### Nets reached from selected ports

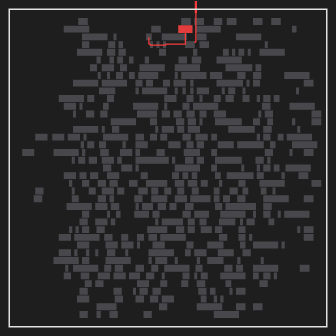
### Local utilization

The die is cut into 11 by 11 equal tiles; white is low, dark blue is high, 0 to 100% covered.
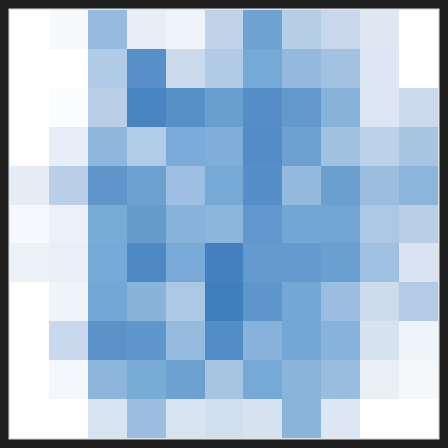
### Met1 routing

Supply wires on this layer in grey.
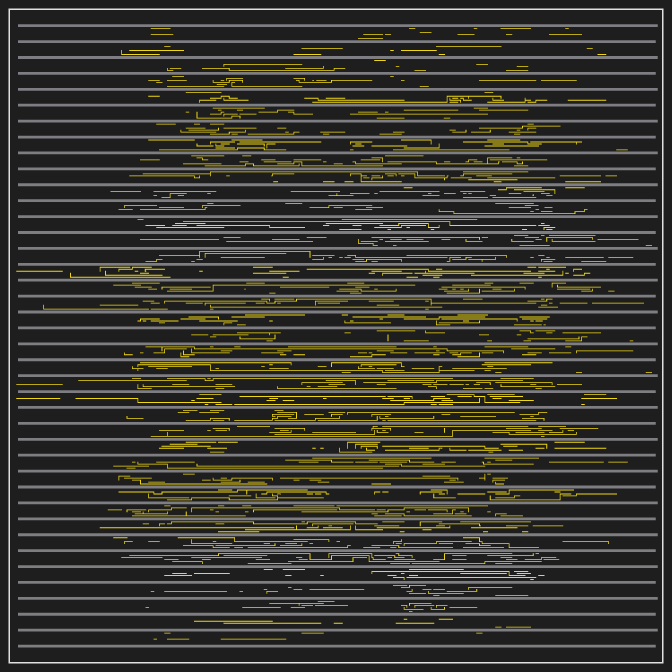
[src/rtl/maxpool_pkg.sv]
// Shared types and constants for the FP16 max-pool sequencer.
// Build option: define MAXPOOL_RELU_EN to fuse a ReLU into the result register.
package maxpool_pkg;

  localparam int          FP16_W        = 16;
  localparam logic [15:0] FP16_POS_ZERO = 16'h0000;

  typedef enum logic {
    IDLE  = 1'b0,
    ACCUM = 1'b1
  } state_e;

endpackage

[src/rtl/maxpool_seq_if.sv]
// Stream interface for maxpool_seq: activation input stream and pooled output stream.
// slave = pooling block side, master = producer/consumer side.
interface maxpool_seq_if;
  import maxpool_pkg::*;

  logic              in_valid;
  logic [FP16_W-1:0] in_data;
  logic              in_ready;
  logic              out_valid;
  logic [FP16_W-1:0] out_data;
  logic              out_ready;

  modport slave (
    input  in_valid, in_data, out_ready,
    output in_ready, out_valid, out_data
  );

  modport master (
    output in_valid, in_data, out_ready,
    input  in_ready, out_valid, out_data
  );

endinterface

[src/rtl/comparator.sv]
// FP16 comparator: bigger_one is the numerically larger of floatA/floatB.
// Ties (including +0 vs -0) return floatB, so a stored maximum is kept on equality.
module comparator (
  input  logic [15:0] floatA,
  input  logic [15:0] floatB,
  output logic [15:0] bigger_one
);

  // Maps sign-magnitude FP16 onto an unsigned key with the same ordering.
  function automatic logic [15:0] order_key(input logic [15:0] x);
    return x[15] ? ~x : (x | 16'h8000);
  endfunction

  logic w_both_zero;
  logic w_a_bigger;

  // Select the larger operand; zero magnitudes of either sign compare equal.
  always_comb begin
    w_both_zero = (floatA[14:0] == 15'd0) && (floatB[14:0] == 15'd0);
    w_a_bigger  = !w_both_zero && (order_key(floatA) > order_key(floatB));
    bigger_one  = w_a_bigger ? floatA : floatB;
  end

endmodule

[src/rtl/maxpool_seq.sv]
// FP16 max-pool sequencer: emits the maximum of every WINDOW accepted inputs
// through one shared comparator. Build option MAXPOOL_RELU_EN clamps negative
// results to +0 as they are loaded into the output register.
module maxpool_seq
  import maxpool_pkg::*;
#(
  parameter int WINDOW = 4,
  parameter int CNT_W  = 4
) (
  input  logic          clk,
  input  logic          rst_n,
  maxpool_seq_if.slave  bus,
  output logic          busy
);

  state_e            r_state;
  state_e            w_state_nxt;
  logic [CNT_W-1:0]  r_cnt;
  logic [CNT_W-1:0]  w_cnt_nxt;
  logic [FP16_W-1:0] r_max;
  logic [FP16_W-1:0] w_max_nxt;
  logic              r_out_valid;
  logic [FP16_W-1:0] r_out_data;
  logic              r_busy;

  logic              w_in_ready;
  logic              w_acc;
  logic              w_last;
  logic              w_done;
  logic [FP16_W-1:0] w_cmp_out;
  logic [FP16_W-1:0] w_out_load;

  // New element against the stored running maximum.
  comparator u_cmp (
    .floatA     (bus.in_data),
    .floatB     (r_max),
    .bigger_one (w_cmp_out)
  );

  // Input may advance whenever the output slot is empty or being drained.
  always_comb begin
    w_in_ready = !r_out_valid || bus.out_ready;
    w_acc      = bus.in_valid && w_in_ready;
    // Compare against WINDOW-1 so cnt never has to hold WINDOW itself.
    w_last     = (r_cnt == CNT_W'(WINDOW - 1));
  end

  // Value loaded into out_data when a window completes.
`ifdef MAXPOOL_RELU_EN
  always_comb w_out_load = w_cmp_out[15] ? FP16_POS_ZERO : w_cmp_out;
`else
  always_comb w_out_load = w_cmp_out;
`endif

  // Next-state logic for the window FSM, counter and running maximum.
  always_comb begin
    // NOTE: every output gets a default first so no path leaves it unassigned (no latches).
    w_state_nxt = r_state;
    w_cnt_nxt   = r_cnt;
    w_max_nxt   = r_max;
    w_done      = 1'b0;
    case (r_state)
      IDLE: begin
        if (w_acc) begin
          w_max_nxt   = bus.in_data;
          w_cnt_nxt   = CNT_W'(1);
          w_state_nxt = ACCUM;
        end
      end
      ACCUM: begin
        if (w_acc) begin
          w_max_nxt = w_cmp_out;
          if (w_last) begin
            w_cnt_nxt   = '0;
            w_state_nxt = IDLE;
            w_done      = 1'b1;
          end else begin
            w_cnt_nxt = r_cnt + CNT_W'(1);
          end
        end
      end
      default: w_state_nxt = IDLE;
    endcase
  end

  // State, counter, running maximum and busy flag registers.
  always_ff @(posedge clk or negedge rst_n) begin
    // NOTE: sequential state uses non-blocking assignments so all registers update together.
    if (!rst_n) begin
      r_state <= IDLE;
      r_cnt   <= '0;
      r_max   <= FP16_POS_ZERO;
      r_busy  <= 1'b0;
    end else begin
      r_state <= w_state_nxt;
      r_cnt   <= w_cnt_nxt;
      r_max   <= w_max_nxt;
      r_busy  <= (w_cnt_nxt != '0);
    end
  end

  // Output slot: a completing window overwrites; otherwise a handoff empties it.
  always_ff @(posedge clk or negedge rst_n) begin
    if (!rst_n) begin
      r_out_valid <= 1'b0;
      r_out_data  <= FP16_POS_ZERO;
    end else if (w_done) begin
      r_out_valid <= 1'b1;
      r_out_data  <= w_out_load;
    end else if (bus.out_ready) begin
      r_out_valid <= 1'b0;
    end
  end

  assign bus.in_ready  = w_in_ready;
  assign bus.out_valid = r_out_valid;
  assign bus.out_data  = r_out_data;
  assign busy          = r_busy;

endmodule

[src/flat_wrapper.sv]
// flat-port wrapper written by rule: the top's interface ports become plain ports
module maxpool_seq_flat import maxpool_pkg::*;
#(
  parameter int WINDOW = 4,
  parameter int CNT_W  = 4
)
  (clk, rst_n, busy, bus_in_valid, bus_in_data, bus_out_ready, bus_in_ready, bus_out_valid, bus_out_data);
  maxpool_seq_if bus_i ();
  input  logic clk;
  input  logic rst_n;
  output logic busy;
  input wire logic [$bits(bus_i.in_valid)-1:0] bus_in_valid;
  input wire logic [$bits(bus_i.in_data)-1:0] bus_in_data;
  input wire logic [$bits(bus_i.out_ready)-1:0] bus_out_ready;
  output wire logic [$bits(bus_i.in_ready)-1:0] bus_in_ready;
  output wire logic [$bits(bus_i.out_valid)-1:0] bus_out_valid;
  output wire logic [$bits(bus_i.out_data)-1:0] bus_out_data;
  assign bus_i.in_valid = bus_in_valid;
  assign bus_i.in_data = bus_in_data;
  assign bus_i.out_ready = bus_out_ready;
  assign bus_in_ready = bus_i.in_ready;
  assign bus_out_valid = bus_i.out_valid;
  assign bus_out_data = bus_i.out_data;
  maxpool_seq #(.WINDOW(WINDOW), .CNT_W(CNT_W)) u_core (.clk(clk), .rst_n(rst_n), .bus(bus_i), .busy(busy));
endmodule
[config.mk]
export PLATFORM = sky130hd
export DESIGN_NAME = maxpool_seq_flat
export DESIGN_NICKNAME = d
export VERILOG_FILES = /design/src/rtl/maxpool_pkg.sv /design/src/rtl/maxpool_seq_if.sv /design/src/rtl/comparator.sv /design/src/rtl/maxpool_seq.sv /design/src/flat_wrapper.sv
export SDC_FILE = /design/constraint.sdc
export NUM_CORES = 1
export LEC_CHECK = 0
export CAP_MARGIN = 20
export CELL_PAD_IN_SITES_DETAIL_PLACEMENT = 1
export CELL_PAD_IN_SITES_GLOBAL_PLACEMENT = 1
export CORE_UTILIZATION = 25
export DETAILED_ROUTE_END_ITERATION = 12
export GPL_ROUTABILITY_DRIVEN = 0
export PLACE_DENSITY = 0.51
export SLEW_MARGIN = 20
export SYNTH_ARGS = -nofsm -noshare
export SYNTH_HDL_FRONTEND = slang
export SYNTH_SLANG_ARGS = --single-unit
[constraint.sdc]
create_clock -name clk -period 2.6 [get_ports clk]
set_input_delay 0.65 -clock clk [delete_from_list [all_inputs] [get_ports clk]]
set_output_delay 0.65 -clock clk [all_outputs]
set_load 0.01 [all_outputs]
==> deck_impl_summary.md <==
Key Metrics from the Run

Finish
  – Non-clk invs: 19
  – Syn-to-layout area delta: 44.4%
  – Fill count: 1,301
  – Sequential cell area: 976 um2
  – Sequential cells: 39
  – Number of nets in the final layout: 438

Synthesis
  – Number of register bits inferred by synthesis: 39
  – Synthesized Nets: 359
  – Average size of a mapped cell: 9.31 um2
  – Fraction of synthesis flops using an asynchronous set or reset pin: 1.00
  – Area leader, netlist: dfrtp_1
  – Number of cells in the yosys synthesis report: between 300 and 400

Worst setup path
  – Type of destination of the critical path: flop
  – Crit Path Max Fanout: 11
  – Worst EP arrival: 2.75 ns
  – Startpoint type of the worst setup path: primary input

STA
  – Final-report max-slew violation count: 0
  – Setup clock skew after layout: 0.00750 ns
  – Unrepaired setup endpoints after global routing: true
  – Final setup violation count: 0
  – Setup slack after layout: 0.0530 ns
  – Total Negative Setup Slacks: 0 ns

Placed design
  – Placed Cells: 533
  – Post-detail-place hpwl: 7820 um

Routing
  – Initial DRC Count: 106
  – Detailed-route wire length per cell: 19.3 um
  – # DRC: 2
  – Met3 wire length: 217 um

Outcome
  – Outcome: complete, but fails checks
  – Violated checks: design-rule violations

Global routing
  – Met3 usage in global routing: 0.0185
  – Global routing met2 resource utilization: 0.288

Clock network
  – Clock latency on the worst-skew pair: roughly 0.29 ns

Power
  – Internal power: between 3 and 4 mW
  – Dominant power group: combinational cells
  – Logic power comb: 3.70 mW

Die
  – Taps Inserted: 143
Back to the opening pictures, 'Nets reached from selected ports':
legend:
  red:
    port: bus_in_ready
    bits: 1
    direction: output
    edge: top
    end_cells: 1
    buffers: 1
    wire: 31.9 um
Port Buffers: 38
IO Pins: 39

Back to the opening pictures, 'Local utilization':
mean over tiles: 33%
nearly empty tiles: 12%
densest ninth of the die: middle
fullest tile: 69%
emptiest ninth of the die: top left
initial cell density of the core: 0.259
final design utilization: 0.374
Floorplan Core Area: 11,600 um2

Back to the opening pictures, 'Met1 routing':
longest straight run: 51.5 um
share of all routed wire: 48%
nets with wire on the layer: 405
main direction: horizontal
GR Layer Usage met1: 0.240
DRT Wirelength: 10,500 um

No activity file was given, so power comes from the tool's default toggle rates.
